==> images/ff_map.png <==
(3 px per µm)
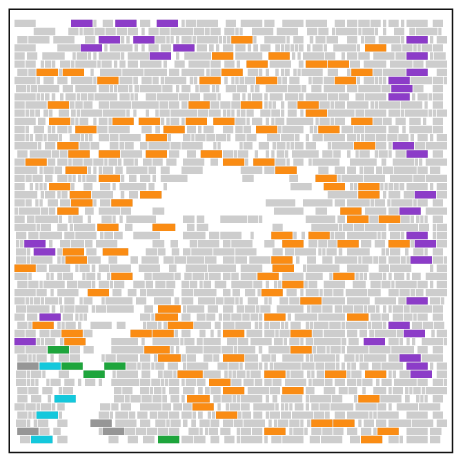
==> images/floorplan.png <==
(2 px per µm) Pins as bars on the die edge.
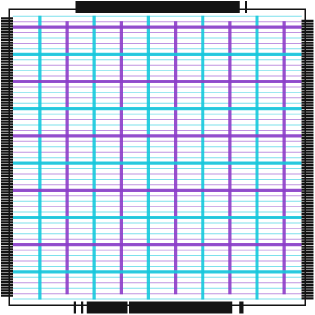
==> images/congestion_map.png <==
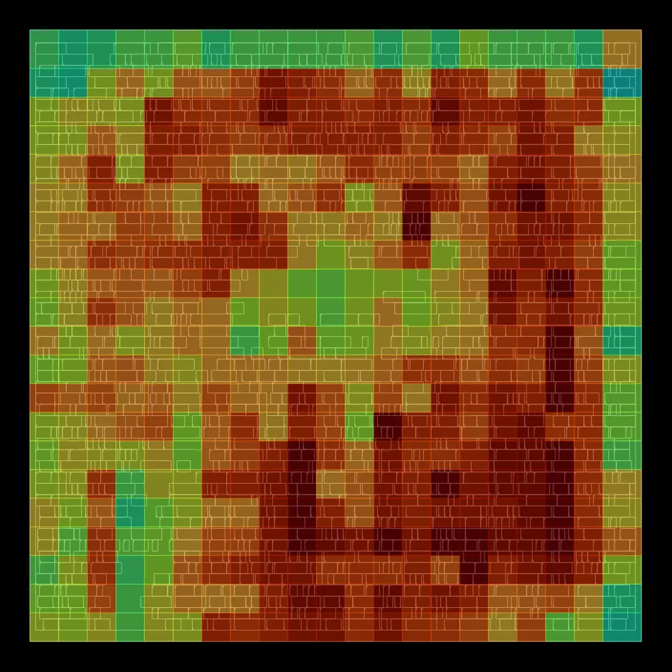
## config.mk

```make
export PLATFORM = sky130hd
export DESIGN_NAME = ex_operand_stage_flat
export DESIGN_NICKNAME = d
export VERILOG_FILES = /design/src/rtl/core_pkg.sv /design/src/rtl/ex_operand_stage_if.sv /design/src/rtl/ex_operand_stage_fwd_mux.sv /design/src/rtl/ex_operand_stage.sv /design/src/flat_wrapper.sv
export SDC_FILE = /design/constraint.sdc
export NUM_CORES = 1
export LEC_CHECK = 0
export CORE_UTILIZATION = 44
export DETAILED_ROUTE_END_ITERATION = 8
export PLACE_DENSITY = 0.86
export SLEW_MARGIN = 10
export SYNTH_ARGS = -nofsm -noshare
export SYNTH_HDL_FRONTEND = slang
export SYNTH_SLANG_ARGS = --single-unit
```

## constraint.sdc

```tcl
create_clock -name clk -period 3.1 [get_ports clk]
set_input_delay 0.62 -clock clk [delete_from_list [all_inputs] [get_ports clk]]
set_output_delay 0.62 -clock clk [all_outputs]
set_load 0.05 [all_outputs]
```

## src/rtl/core_pkg.sv

```systemverilog
// Shared RV32 core types: ALU op codes and datapath widths.
// Latency: n/a (types and pure functions only).
// Backpressure: n/a.
package core_pkg;

    localparam int XLEN = 32;
    localparam int REGW = 5;

    // ALU op codes shared by the decoder, the operand stage and the ALU.
    typedef enum logic [3:0] {
        ALU_ADD  = 4'b0000,
        ALU_SUB  = 4'b0001,
        ALU_AND  = 4'b0010,
        ALU_OR   = 4'b0011,
        ALU_XOR  = 4'b0100,
        ALU_SLL  = 4'b0101,
        ALU_SRL  = 4'b0110,
        ALU_SRS  = 4'b0111,
        ALU_SLT  = 4'b1000,
        ALU_USLT = 4'b1001
    } alu_ctrl_t;

    // Shift ops only look at the low five bits of the B operand.
    function automatic logic is_shift(input logic [3:0] op);
        return (op == ALU_SLL) || (op == ALU_SRL) || (op == ALU_SRS);
    endfunction

endpackage

```

## src/rtl/ex_operand_stage_if.sv

```systemverilog
// Bundle of the ID->EX handshake, the forwarding sources and the ALU-side outputs.
// Latency: n/a (wires only).
// Backpressure: id_valid/id_ready upstream, ex_valid/ex_ready downstream.
interface ex_operand_stage_if #(
    parameter int XLEN = core_pkg::XLEN,
    parameter int REGW = core_pkg::REGW
);
    logic            flush;

    logic            id_valid;
    logic            id_ready;
    logic [XLEN-1:0] id_pc;
    logic [XLEN-1:0] id_rs1_data;
    logic [XLEN-1:0] id_rs2_data;
    logic [XLEN-1:0] id_imm;
    logic [REGW-1:0] id_rs1;
    logic [REGW-1:0] id_rs2;
    logic [REGW-1:0] id_rd;
    logic [3:0]      id_alu_ctrl;
    logic            id_src_a_pc;
    logic            id_src_b_imm;
    logic            id_reg_write;
    logic            id_mem_read;
    logic            id_mem_write;

    logic [REGW-1:0] exm_rd;
    logic            exm_reg_write;
    logic            exm_mem_read;
    logic            exm_valid;
    logic [XLEN-1:0] exm_result;

    logic [REGW-1:0] wb_rd;
    logic            wb_reg_write;
    logic            wb_valid;
    logic [XLEN-1:0] wb_data;

    logic            ex_valid;
    logic            ex_ready;
    logic [XLEN-1:0] alu_x;
    logic [XLEN-1:0] alu_y;
    logic [3:0]      alu_ctrl;
    logic [XLEN-1:0] ex_pc;
    logic [XLEN-1:0] ex_store_data;
    logic [REGW-1:0] ex_rd;
    logic            ex_reg_write;
    logic            ex_mem_read;
    logic            ex_mem_write;

    // Environment side: decoder, later pipeline stages and the ALU consumer.
    modport master (
        output flush, id_valid, id_pc, id_rs1_data, id_rs2_data, id_imm,
               id_rs1, id_rs2, id_rd, id_alu_ctrl, id_src_a_pc, id_src_b_imm,
               id_reg_write, id_mem_read, id_mem_write,
               exm_rd, exm_reg_write, exm_mem_read, exm_valid, exm_result,
               wb_rd, wb_reg_write, wb_valid, wb_data, ex_ready,
        input  id_ready, ex_valid, alu_x, alu_y, alu_ctrl, ex_pc, ex_store_data,
               ex_rd, ex_reg_write, ex_mem_read, ex_mem_write
    );

    // Operand stage side.
    modport slave (
        input  flush, id_valid, id_pc, id_rs1_data, id_rs2_data, id_imm,
               id_rs1, id_rs2, id_rd, id_alu_ctrl, id_src_a_pc, id_src_b_imm,
               id_reg_write, id_mem_read, id_mem_write,
               exm_rd, exm_reg_write, exm_mem_read, exm_valid, exm_result,
               wb_rd, wb_reg_write, wb_valid, wb_data, ex_ready,
        output id_ready, ex_valid, alu_x, alu_y, alu_ctrl, ex_pc, ex_store_data,
               ex_rd, ex_reg_write, ex_mem_read, ex_mem_write
    );
endinterface

```

## src/rtl/ex_operand_stage_fwd_mux.sv

```systemverilog
// Per-source RAW bypass: picks EX/MEM result, then MEM/WB data, then regfile data.
// Latency: combinational.
// Backpressure: none; a load in EX/MEM is never a bypass source (data not ready yet).
module fwd_mux
    import core_pkg::*;
#(
    parameter int XLEN = core_pkg::XLEN,
    parameter int REGW = core_pkg::REGW
) (
    input  logic [REGW-1:0] rs,
    input  logic [XLEN-1:0] rf_data,
    input  logic            exm_valid,
    input  logic            exm_reg_write,
    input  logic            exm_mem_read,
    input  logic [REGW-1:0] exm_rd,
    input  logic [XLEN-1:0] exm_result,
    input  logic            wb_valid,
    input  logic            wb_reg_write,
    input  logic [REGW-1:0] wb_rd,
    input  logic [XLEN-1:0] wb_data,
    output logic [XLEN-1:0] fwd_data
);

    logic exm_hit;
    logic wb_hit;

    // x0 never forwards; the younger EX/MEM producer beats MEM/WB.
    always_comb begin
        exm_hit  = exm_valid && exm_reg_write && !exm_mem_read && (exm_rd == rs) && (rs != '0);
        wb_hit   = wb_valid && wb_reg_write && (wb_rd == rs) && (rs != '0);
        fwd_data = rf_data;
        if (exm_hit) begin
            fwd_data = exm_result;
        end else if (wb_hit) begin
            fwd_data = wb_data;
        end
    end

endmodule

```

## src/rtl/ex_operand_stage.sv

```systemverilog
// ID->EX slot with operand forwarding, operand select and load-use bubble insertion.
// Latency: one cycle (registered slot, combinational forward/select behind it).
// Backpressure: slot holds while ex_valid && !ex_ready; id_ready drops on stall, load-use hazard or flush.
module ex_operand_stage
    import core_pkg::*;
#(
    parameter int XLEN = core_pkg::XLEN,
    parameter int REGW = core_pkg::REGW
) (
    input logic               clk,
    input logic               rst,
    ex_operand_stage_if.slave io
);

    typedef struct packed {
        logic [XLEN-1:0] pc;
        logic [XLEN-1:0] rs1_data;
        logic [XLEN-1:0] rs2_data;
        logic [XLEN-1:0] imm;
        logic [REGW-1:0] rs1;
        logic [REGW-1:0] rs2;
        logic [REGW-1:0] rd;
        logic [3:0]      alu_ctrl;
        logic            src_a_pc;
        logic            src_b_imm;
        logic            reg_write;
        logic            mem_read;
        logic            mem_write;
    } slot_t;

    slot_t           slot;
    slot_t           incoming;
    logic            slot_valid;
    logic            advance;
    logic            hazard;
    logic            accept;
    logic [XLEN-1:0] fwd_rs1;
    logic [XLEN-1:0] fwd_rs2;
    logic [XLEN-1:0] op_a;
    logic [XLEN-1:0] op_b;

    // The slot can take new work when empty or when its occupant leaves this cycle.
    assign advance = !slot_valid || io.ex_ready;

    // A load in the slot cannot feed the next instruction until it reaches WB,
    // so any source match stalls, whatever the operand selects say.
    assign hazard = slot_valid && slot.mem_read && (slot.rd != '0) &&
                    ((io.id_rs1 == slot.rd) || (io.id_rs2 == slot.rd));

    assign io.id_ready = advance && !hazard && !io.flush && !rst;
    assign accept      = io.id_valid && io.id_ready;

    assign incoming = '{
        pc:        io.id_pc,
        rs1_data:  io.id_rs1_data,
        rs2_data:  io.id_rs2_data,
        imm:       io.id_imm,
        rs1:       io.id_rs1,
        rs2:       io.id_rs2,
        rd:        io.id_rd,
        alu_ctrl:  io.id_alu_ctrl,
        src_a_pc:  io.id_src_a_pc,
        src_b_imm: io.id_src_b_imm,
        reg_write: io.id_reg_write,
        mem_read:  io.id_mem_read,
        mem_write: io.id_mem_write
    };

    // Slot register: reset and flush clear it outright; otherwise load, bubble or hold.
    always_ff @(posedge clk) begin
        if (rst || io.flush) begin
            slot_valid <= 1'b0;
            slot       <= '0;
        end else if (advance) begin
            slot_valid <= accept;
            if (accept) begin
                slot <= incoming;
            end
        end
    end

    fwd_mux #(.XLEN(XLEN), .REGW(REGW)) u_fwd_rs1 (
        .rs            (slot.rs1),
        .rf_data       (slot.rs1_data),
        .exm_valid     (io.exm_valid),
        .exm_reg_write (io.exm_reg_write),
        .exm_mem_read  (io.exm_mem_read),
        .exm_rd        (io.exm_rd),
        .exm_result    (io.exm_result),
        .wb_valid      (io.wb_valid),
        .wb_reg_write  (io.wb_reg_write),
        .wb_rd         (io.wb_rd),
        .wb_data       (io.wb_data),
        .fwd_data      (fwd_rs1)
    );

    fwd_mux #(.XLEN(XLEN), .REGW(REGW)) u_fwd_rs2 (
        .rs            (slot.rs2),
        .rf_data       (slot.rs2_data),
        .exm_valid     (io.exm_valid),
        .exm_reg_write (io.exm_reg_write),
        .exm_mem_read  (io.exm_mem_read),
        .exm_rd        (io.exm_rd),
        .exm_result    (io.exm_result),
        .wb_valid      (io.wb_valid),
        .wb_reg_write  (io.wb_reg_write),
        .wb_rd         (io.wb_rd),
        .wb_data       (io.wb_data),
        .fwd_data      (fwd_rs2)
    );

    // Operand select; shifts see only the shift amount on the B side.
    always_comb begin
        op_a = slot.src_a_pc ? slot.pc : fwd_rs1;
        op_b = slot.src_b_imm ? slot.imm : fwd_rs2;
        io.alu_x = op_a;
        io.alu_y = op_b;
        if (is_shift(slot.alu_ctrl)) begin
            io.alu_y = {{(XLEN-5){1'b0}}, op_b[4:0]};
        end
    end

    assign io.alu_ctrl      = slot.alu_ctrl;
    assign io.ex_valid      = slot_valid;
    assign io.ex_pc         = slot.pc;
    assign io.ex_store_data = fwd_rs2;
    assign io.ex_rd         = slot.rd;
    assign io.ex_reg_write  = slot.reg_write;
    assign io.ex_mem_read   = slot.mem_read;
    assign io.ex_mem_write  = slot.mem_write;

endmodule

```

## src/flat_wrapper.sv

```systemverilog
// flat-port wrapper written by rule: the top's interface ports become plain ports
module ex_operand_stage_flat import core_pkg::*;
#(
    parameter int XLEN = core_pkg::XLEN,
    parameter int REGW = core_pkg::REGW
)
  (clk, rst, io_flush, io_id_valid, io_id_pc, io_id_rs1_data, io_id_rs2_data, io_id_imm, io_id_rs1, io_id_rs2, io_id_rd, io_id_alu_ctrl, io_id_src_a_pc, io_id_src_b_imm, io_id_reg_write, io_id_mem_read, io_id_mem_write, io_exm_rd, io_exm_reg_write, io_exm_mem_read, io_exm_valid, io_exm_result, io_wb_rd, io_wb_reg_write, io_wb_valid, io_wb_data, io_ex_ready, io_id_ready, io_ex_valid, io_alu_x, io_alu_y, io_alu_ctrl, io_ex_pc, io_ex_store_data, io_ex_rd, io_ex_reg_write, io_ex_mem_read, io_ex_mem_write);
  ex_operand_stage_if #(.XLEN(XLEN), .REGW(REGW)) io_i ();
  input logic clk;
  input logic rst;
  input wire logic [$bits(io_i.flush)-1:0] io_flush;
  input wire logic [$bits(io_i.id_valid)-1:0] io_id_valid;
  input wire logic [$bits(io_i.id_pc)-1:0] io_id_pc;
  input wire logic [$bits(io_i.id_rs1_data)-1:0] io_id_rs1_data;
  input wire logic [$bits(io_i.id_rs2_data)-1:0] io_id_rs2_data;
  input wire logic [$bits(io_i.id_imm)-1:0] io_id_imm;
  input wire logic [$bits(io_i.id_rs1)-1:0] io_id_rs1;
  input wire logic [$bits(io_i.id_rs2)-1:0] io_id_rs2;
  input wire logic [$bits(io_i.id_rd)-1:0] io_id_rd;
  input wire logic [$bits(io_i.id_alu_ctrl)-1:0] io_id_alu_ctrl;
  input wire logic [$bits(io_i.id_src_a_pc)-1:0] io_id_src_a_pc;
  input wire logic [$bits(io_i.id_src_b_imm)-1:0] io_id_src_b_imm;
  input wire logic [$bits(io_i.id_reg_write)-1:0] io_id_reg_write;
  input wire logic [$bits(io_i.id_mem_read)-1:0] io_id_mem_read;
  input wire logic [$bits(io_i.id_mem_write)-1:0] io_id_mem_write;
  input wire logic [$bits(io_i.exm_rd)-1:0] io_exm_rd;
  input wire logic [$bits(io_i.exm_reg_write)-1:0] io_exm_reg_write;
  input wire logic [$bits(io_i.exm_mem_read)-1:0] io_exm_mem_read;
  input wire logic [$bits(io_i.exm_valid)-1:0] io_exm_valid;
  input wire logic [$bits(io_i.exm_result)-1:0] io_exm_result;
  input wire logic [$bits(io_i.wb_rd)-1:0] io_wb_rd;
  input wire logic [$bits(io_i.wb_reg_write)-1:0] io_wb_reg_write;
  input wire logic [$bits(io_i.wb_valid)-1:0] io_wb_valid;
  input wire logic [$bits(io_i.wb_data)-1:0] io_wb_data;
  input wire logic [$bits(io_i.ex_ready)-1:0] io_ex_ready;
  output wire logic [$bits(io_i.id_ready)-1:0] io_id_ready;
  output wire logic [$bits(io_i.ex_valid)-1:0] io_ex_valid;
  output wire logic [$bits(io_i.alu_x)-1:0] io_alu_x;
  output wire logic [$bits(io_i.alu_y)-1:0] io_alu_y;
  output wire logic [$bits(io_i.alu_ctrl)-1:0] io_alu_ctrl;
  output wire logic [$bits(io_i.ex_pc)-1:0] io_ex_pc;
  output wire logic [$bits(io_i.ex_store_data)-1:0] io_ex_store_data;
  output wire logic [$bits(io_i.ex_rd)-1:0] io_ex_rd;
  output wire logic [$bits(io_i.ex_reg_write)-1:0] io_ex_reg_write;
  output wire logic [$bits(io_i.ex_mem_read)-1:0] io_ex_mem_read;
  output wire logic [$bits(io_i.ex_mem_write)-1:0] io_ex_mem_write;
  assign io_i.flush = io_flush;
  assign io_i.id_valid = io_id_valid;
  assign io_i.id_pc = io_id_pc;
  assign io_i.id_rs1_data = io_id_rs1_data;
  assign io_i.id_rs2_data = io_id_rs2_data;
  assign io_i.id_imm = io_id_imm;
  assign io_i.id_rs1 = io_id_rs1;
  assign io_i.id_rs2 = io_id_rs2;
  assign io_i.id_rd = io_id_rd;
  assign io_i.id_alu_ctrl = io_id_alu_ctrl;
  assign io_i.id_src_a_pc = io_id_src_a_pc;
  assign io_i.id_src_b_imm = io_id_src_b_imm;
  assign io_i.id_reg_write = io_id_reg_write;
  assign io_i.id_mem_read = io_id_mem_read;
  assign io_i.id_mem_write = io_id_mem_write;
  assign io_i.exm_rd = io_exm_rd;
  assign io_i.exm_reg_write = io_exm_reg_write;
  assign io_i.exm_mem_read = io_exm_mem_read;
  assign io_i.exm_valid = io_exm_valid;
  assign io_i.exm_result = io_exm_result;
  assign io_i.wb_rd = io_wb_rd;
  assign io_i.wb_reg_write = io_wb_reg_write;
  assign io_i.wb_valid = io_wb_valid;
  assign io_i.wb_data = io_wb_data;
  assign io_i.ex_ready = io_ex_ready;
  assign io_id_ready = io_i.id_ready;
  assign io_ex_valid = io_i.ex_valid;
  assign io_alu_x = io_i.alu_x;
  assign io_alu_y = io_i.alu_y;
  assign io_alu_ctrl = io_i.alu_ctrl;
  assign io_ex_pc = io_i.ex_pc;
  assign io_ex_store_data = io_i.ex_store_data;
  assign io_ex_rd = io_i.ex_rd;
  assign io_ex_reg_write = io_i.ex_reg_write;
  assign io_ex_mem_read = io_i.ex_mem_read;
  assign io_ex_mem_write = io_i.ex_mem_write;
  ex_operand_stage #(.XLEN(XLEN), .REGW(REGW)) u_core (.clk(clk), .rst(rst), .io(io_i));
endmodule
```

==> results_slide.txt <==
Implementation Results

Global route
  • Total grt overflow: 0
  • Gr busiest metal: met2
  • First-pass GRT wire length: approximately 63000 µm

Cells and area
  • Flops: roughly 150
  • Logic cell area: roughly 6200 µm²

Yosys
  • #FFs+latches synth: 153
  • Ao+oa area frac: 18.0%
  • FFs w/ async S/R, synth: 0%

Pwr
  • Net Sw Frac: 31.3%
  • Comb pwr share: between 20 and 30%

STA
  • Final setup vio count: 34
  • Final Worst Setup Slack: -0.386 ns

Placement
  • Input/output buffers: 377
  • Placed Area: 14900 µm²
  • Placed cells: 1808

Outcome
  • Outcome: finished, violations left
  • Failing checks: setup timing

Routing
  • Met3 WL: 4380 µm
  • Wire length on met2: ~22000 µm

Floorplanning
  • Die area: 21700 µm²
  • # rows: 52

Min path
  • Hold crit path type: flop to flop
Notes on ff_map.png above:
color	netlist name	placed flops	where
cyan	`u_core.io.alu_ctrl`	4	south-west
purple	`u_core.io.ex_pc`	32	all over the die
green	`u_core.io.ex_rd`	5	south-west
orange	`u_core.slot`	108	all over the die
not colored	4

Notes on floorplan.png above:
color	net
purple	VDD
cyan	VSS
rows	52
met5 straps	10
met1 rails	53
signal pins	378
met4 straps	10

Notes on congestion_map.png above:
met2 usage: 66.4%
Tot GR Track Use: 37.7%

Power figures rest on the tool's default switching activity, not on a simulated workload.
